--- src/rtl/cpu_pkg.sv ---
// Shared core definitions: fetch FSM encoding and
// front-end defaults.
package cpu_pkg;

  localparam int          ADDR_W_DEF   = 32;
  localparam logic [31:0] RESET_PC_DEF = 32'h0000_0000;
  localparam logic [31:0] NOP_INSTR    = 32'h0000_0013;

  localparam logic [2:0] ST_IDLE = 3'd0;
  localparam logic [2:0] ST_REQ  = 3'd1;
  localparam logic [2:0] ST_WAIT = 3'd2;
  localparam logic [2:0] ST_OUT  = 3'd3;
  localparam logic [2:0] ST_DROP = 3'd4;

  typedef enum logic [2:0] {
    IDLE = ST_IDLE,
    REQ  = ST_REQ,
    WAIT = ST_WAIT,
    OUT  = ST_OUT,
    DROP = ST_DROP
  } fetch_state_e;

endpackage

--- src/rtl/instr_fetch_unit_if_out_buf.sv ---
// One-entry holding register between fetch and decode.
// Flush wins over load; load wins over drain.
module if_out_buf
  import cpu_pkg::*;
#(
  parameter int ADDR_W = ADDR_W_DEF
) (
  input  logic              clk,
  input  logic              rst,
  input  logic              load,
  input  logic [31:0]       load_instr,
  input  logic [ADDR_W-1:0] load_pc,
  input  logic              flush,
  input  logic              out_ready,
  output logic              out_valid,
  output logic [31:0]       out_instr,
  output logic [ADDR_W-1:0] out_pc
);

  logic              valid_q, valid_d;
  logic [31:0]       instr_q, instr_d;
  logic [ADDR_W-1:0] pc_q, pc_d;

  // next contents: flush, capture or hand-off
  always_comb begin
    valid_d = valid_q;
    instr_d = instr_q;
    pc_d    = pc_q;
    if (flush) begin
      valid_d = 1'b0;
    end else if (load) begin
      valid_d = 1'b1;
      instr_d = load_instr;
      pc_d    = load_pc;
    end else if (valid_q && out_ready) begin
      valid_d = 1'b0;
    end
  end

  // holding register
  always_ff @(posedge clk or posedge rst) begin
    if (rst) begin
      valid_q <= 1'b0;
      instr_q <= '0;
      pc_q    <= '0;
    end else begin
      valid_q <= valid_d;
      instr_q <= instr_d;
      pc_q    <= pc_d;
    end
  end

  assign out_valid = valid_q;
  assign out_instr = instr_q;
  assign out_pc    = pc_q;

endmodule

--- src/rtl/instr_fetch_unit.sv ---
// Fetch front end: PC, single-outstanding imem read,
// redirect handling and hand-off to decode.
module instr_fetch_unit
  import cpu_pkg::*;
#(
  parameter int              ADDR_W   = ADDR_W_DEF,
  parameter logic [ADDR_W-1:0] RESET_PC =
    ADDR_W'(RESET_PC_DEF)
) (
  input  logic              clk,
  input  logic              rst,
  input  logic              redirect_valid,
  input  logic [ADDR_W-1:0] redirect_pc,
  output logic              imem_req_valid,
  input  logic              imem_req_ready,
  output logic [ADDR_W-1:0] imem_addr,
  input  logic              imem_rsp_valid,
  input  logic [31:0]       imem_rsp_data,
  output logic              if_valid,
  input  logic              if_ready,
  output logic [31:0]       if_instr,
  output logic [ADDR_W-1:0] if_pc
);

  fetch_state_e      state_q, state_d;
  logic [ADDR_W-1:0] pc_q, pc_d;
  logic [ADDR_W-1:0] req_pc_q, req_pc_d;
  logic              buf_load;
  logic              buf_flush;

  // next state, PC and request outputs; redirect last
  always_comb begin
    state_d        = state_q;
    pc_d           = pc_q;
    req_pc_d       = req_pc_q;
    imem_req_valid = 1'b0;
    imem_addr      = pc_q;
    buf_load       = 1'b0;
    buf_flush      = 1'b0;
    unique case (state_q)
      IDLE: state_d = REQ;
      REQ: begin
        imem_req_valid = 1'b1;
        if (imem_req_ready) begin
          req_pc_d = pc_q;
          state_d  = WAIT;
        end
      end
      WAIT: begin
        if (imem_rsp_valid) begin
          buf_load = 1'b1;
          pc_d     = req_pc_q + ADDR_W'(1);
          state_d  = OUT;
        end
      end
      OUT: begin
        if (if_valid && if_ready) state_d = REQ;
      end
      DROP: begin
        if (imem_rsp_valid) state_d = REQ;
      end
      default: state_d = IDLE;
    endcase
    if (redirect_valid) begin
      pc_d      = redirect_pc;
      imem_addr = redirect_pc;
      buf_load  = 1'b0;
      buf_flush = 1'b1;
      unique case (state_q)
        WAIT: state_d = imem_rsp_valid ? REQ : DROP;
        REQ:  state_d = imem_req_ready ? DROP : REQ;
        DROP: state_d = imem_rsp_valid ? REQ : DROP;
        default: state_d = REQ;
      endcase
    end
  end

  // FSM and PC registers
  always_ff @(posedge clk or posedge rst) begin
    if (rst) begin
      state_q  <= IDLE;
      pc_q     <= RESET_PC;
      req_pc_q <= RESET_PC;
    end else begin
      state_q  <= state_d;
      pc_q     <= pc_d;
      req_pc_q <= req_pc_d;
    end
  end

  if_out_buf #(
    .ADDR_W(ADDR_W)
  ) u_out_buf (
    .clk       (clk),
    .rst       (rst),
    .load      (buf_load),
    .load_instr(imem_rsp_data),
    .load_pc   (req_pc_q),
    .flush     (buf_flush),
    .out_ready (if_ready),
    .out_valid (if_valid),
    .out_instr (if_instr),
    .out_pc    (if_pc)
  );

endmodule
--- config.mk ---
export PLATFORM = sky130hd
export DESIGN_NAME = instr_fetch_unit
export DESIGN_NICKNAME = d
export VERILOG_FILES = /design/src/rtl/cpu_pkg.sv /design/src/rtl/instr_fetch_unit_if_out_buf.sv /design/src/rtl/instr_fetch_unit.sv
export SDC_FILE = /design/constraint.sdc
export NUM_CORES = 1
export LEC_CHECK = 0
export CAP_MARGIN = 20
export CORE_AREA = 3 3 130 132
export DETAILED_ROUTE_END_ITERATION = 8
export DIE_AREA = 0 0 133 135
export DONT_BUFFER_PORTS = 1
export GPL_TIMING_DRIVEN = 0
export SYNTH_ARGS = -nofsm -noshare
export SYNTH_HDL_FRONTEND = slang
export SYNTH_SLANG_ARGS = --single-unit
--- constraint.sdc ---
create_clock -name clk -period 6.7 [get_ports clk]
set_input_delay 1.675 -clock clk [delete_from_list [all_inputs] [get_ports clk]]
set_output_delay 1.675 -clock clk [all_outputs]
set_load 0.01 [all_outputs]
**Sizing map**

The bar under the picture is 50 um long.
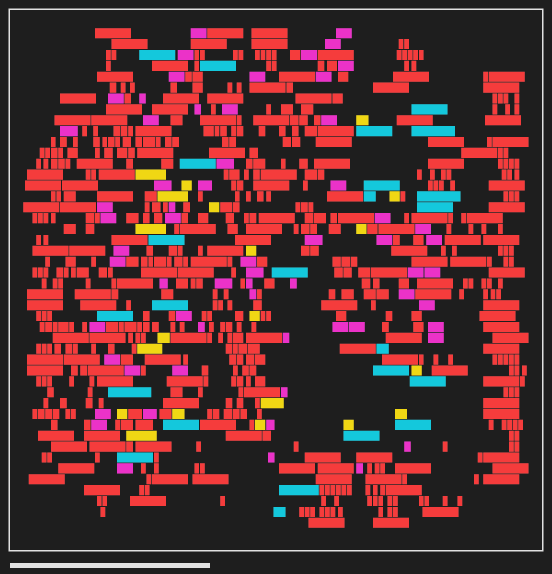
red -> x1 and smaller  # cells 596, share 85%, most used nand2_1
cyan -> x6 and larger  # cells 24, share 3.4%, most used clkbuf_16
magenta -> x2  # cells 62, share 8.8%, most used mux2_2
yellow -> x3 and x4  # cells 20, share 2.8%, most used buf_4
design area: 7180 um^2
Setup WS post-layout: 1470 ps
Layout area overhead: 14.5%
bufs w/o clock: 41

**Close-up of the layout**

The bar under the picture is 10 um long. Region (46, 20) to (86, 60) um. Cells in grey, sequential cells in the stronger grey; small squares are vias.
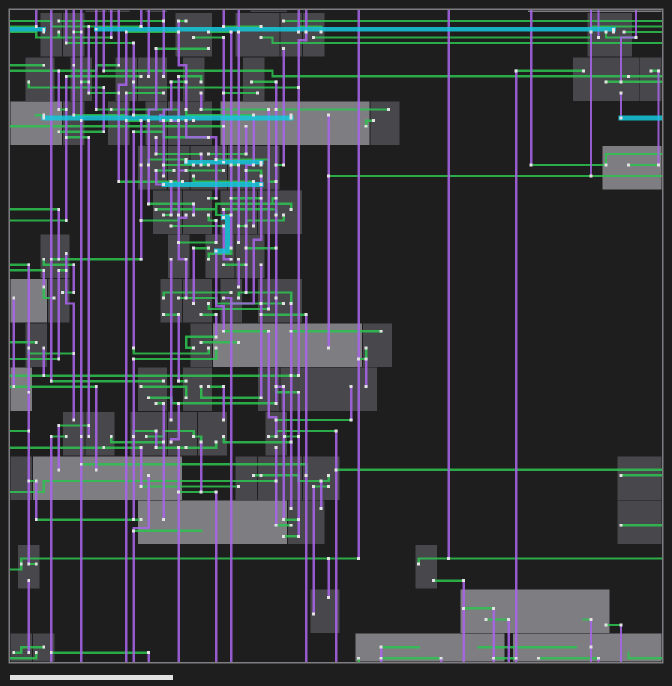
cyan -> M3
green -> M1
purple -> M2
most frequent = nand2_1 (12), clkbuf_1 (8), dfrtp_1 (7)
sequential cells in the window = 7
cells with their middle in the window = 66
netlist names of flops here include = `state_q` (3), `u_out_buf.out_instr` (3)

**Congestion heat map**

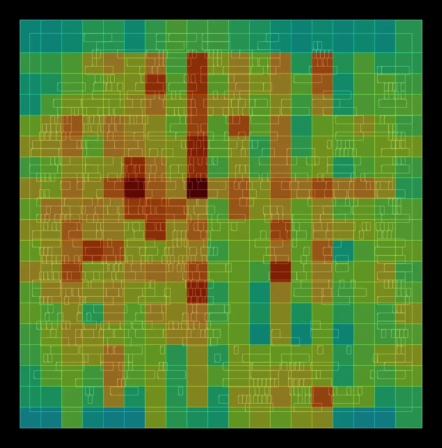
grt peak-use layer: met2
total track usage: 19.2%
final core utilization: 45.3%
grt met2 use: 30.8%

==> flow_metrics.env <==
# physical design summary
export IMPL_ys_sh_simple_pct=22.6
export IMPL_slew_headroom_pct=52.3
export IMPL_post_dp_hpwl_um=12300
export IMPL_p_leak_nw=3.34
export IMPL_nClkBuffers=17
export IMPL_drt_antenna_violating_nets=0
export IMPL_ys_sh_xor_pct=3.35
export IMPL_pwr_share_clk_pct=32.3
export IMPL_nFlopsAndLatches=132
export IMPL_power_clock_mw=0.956
export IMPL_p_comb_mw=0.611
export IMPL_mux_area_share_pct=7.35
export IMPL_status="finished, final reports clean"
export IMPL_top_power_group="sequential cells"
export IMPL_flop_area_um2=3300
export IMPL_hold_end="req_pc_q[24]"
export IMPL_top_cell="nand2_1"
export IMPL_path_class="input pin to primary output"
export IMPL_met3_length_um=1380
export IMPL_nonClockInverterCount=25
export IMPL_cp_arrival_ps=3560
export IMPL_log_warning_count=26
**M2 wires**

The bar under the picture is 50 um long.
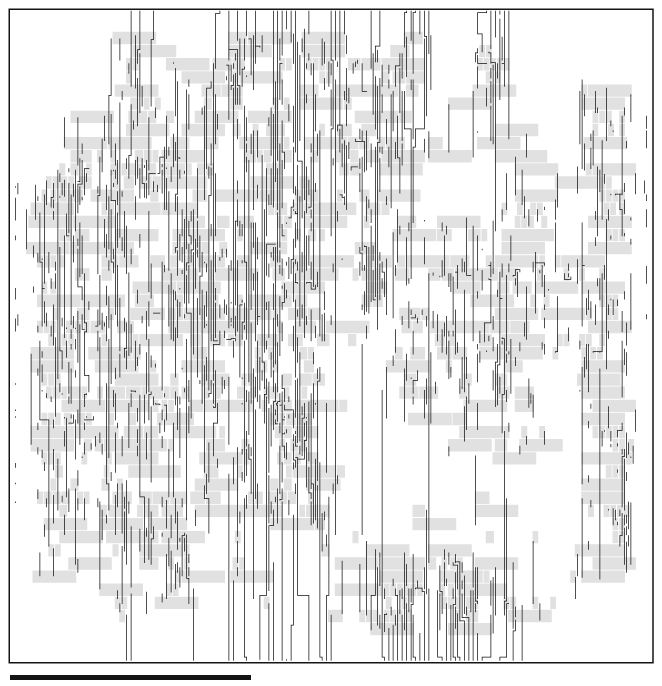
nets with wire on the layer = 623
longest straight run = 94.2 um
wire length on this layer = 8120 um
main direction = vertical
via count: 4843
drt total wl: 17100 um

**M1 wires**

The bar under the picture is 50 um long. Supply wires on this layer in grey.
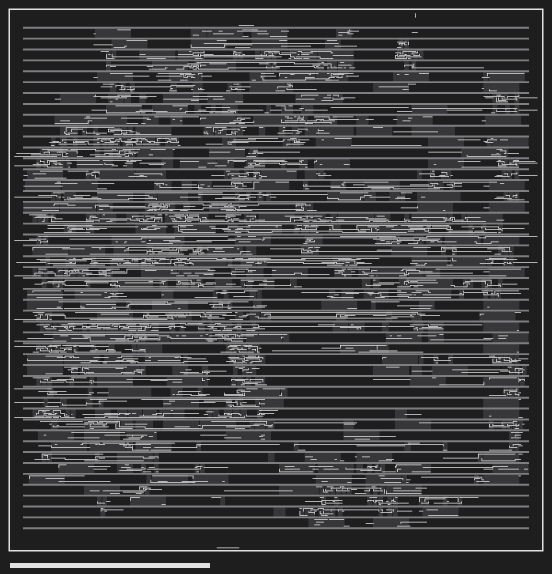
wire length on this layer = 7430 um
share of all routed wire = 43%
M1 GR Usage: 24.7%

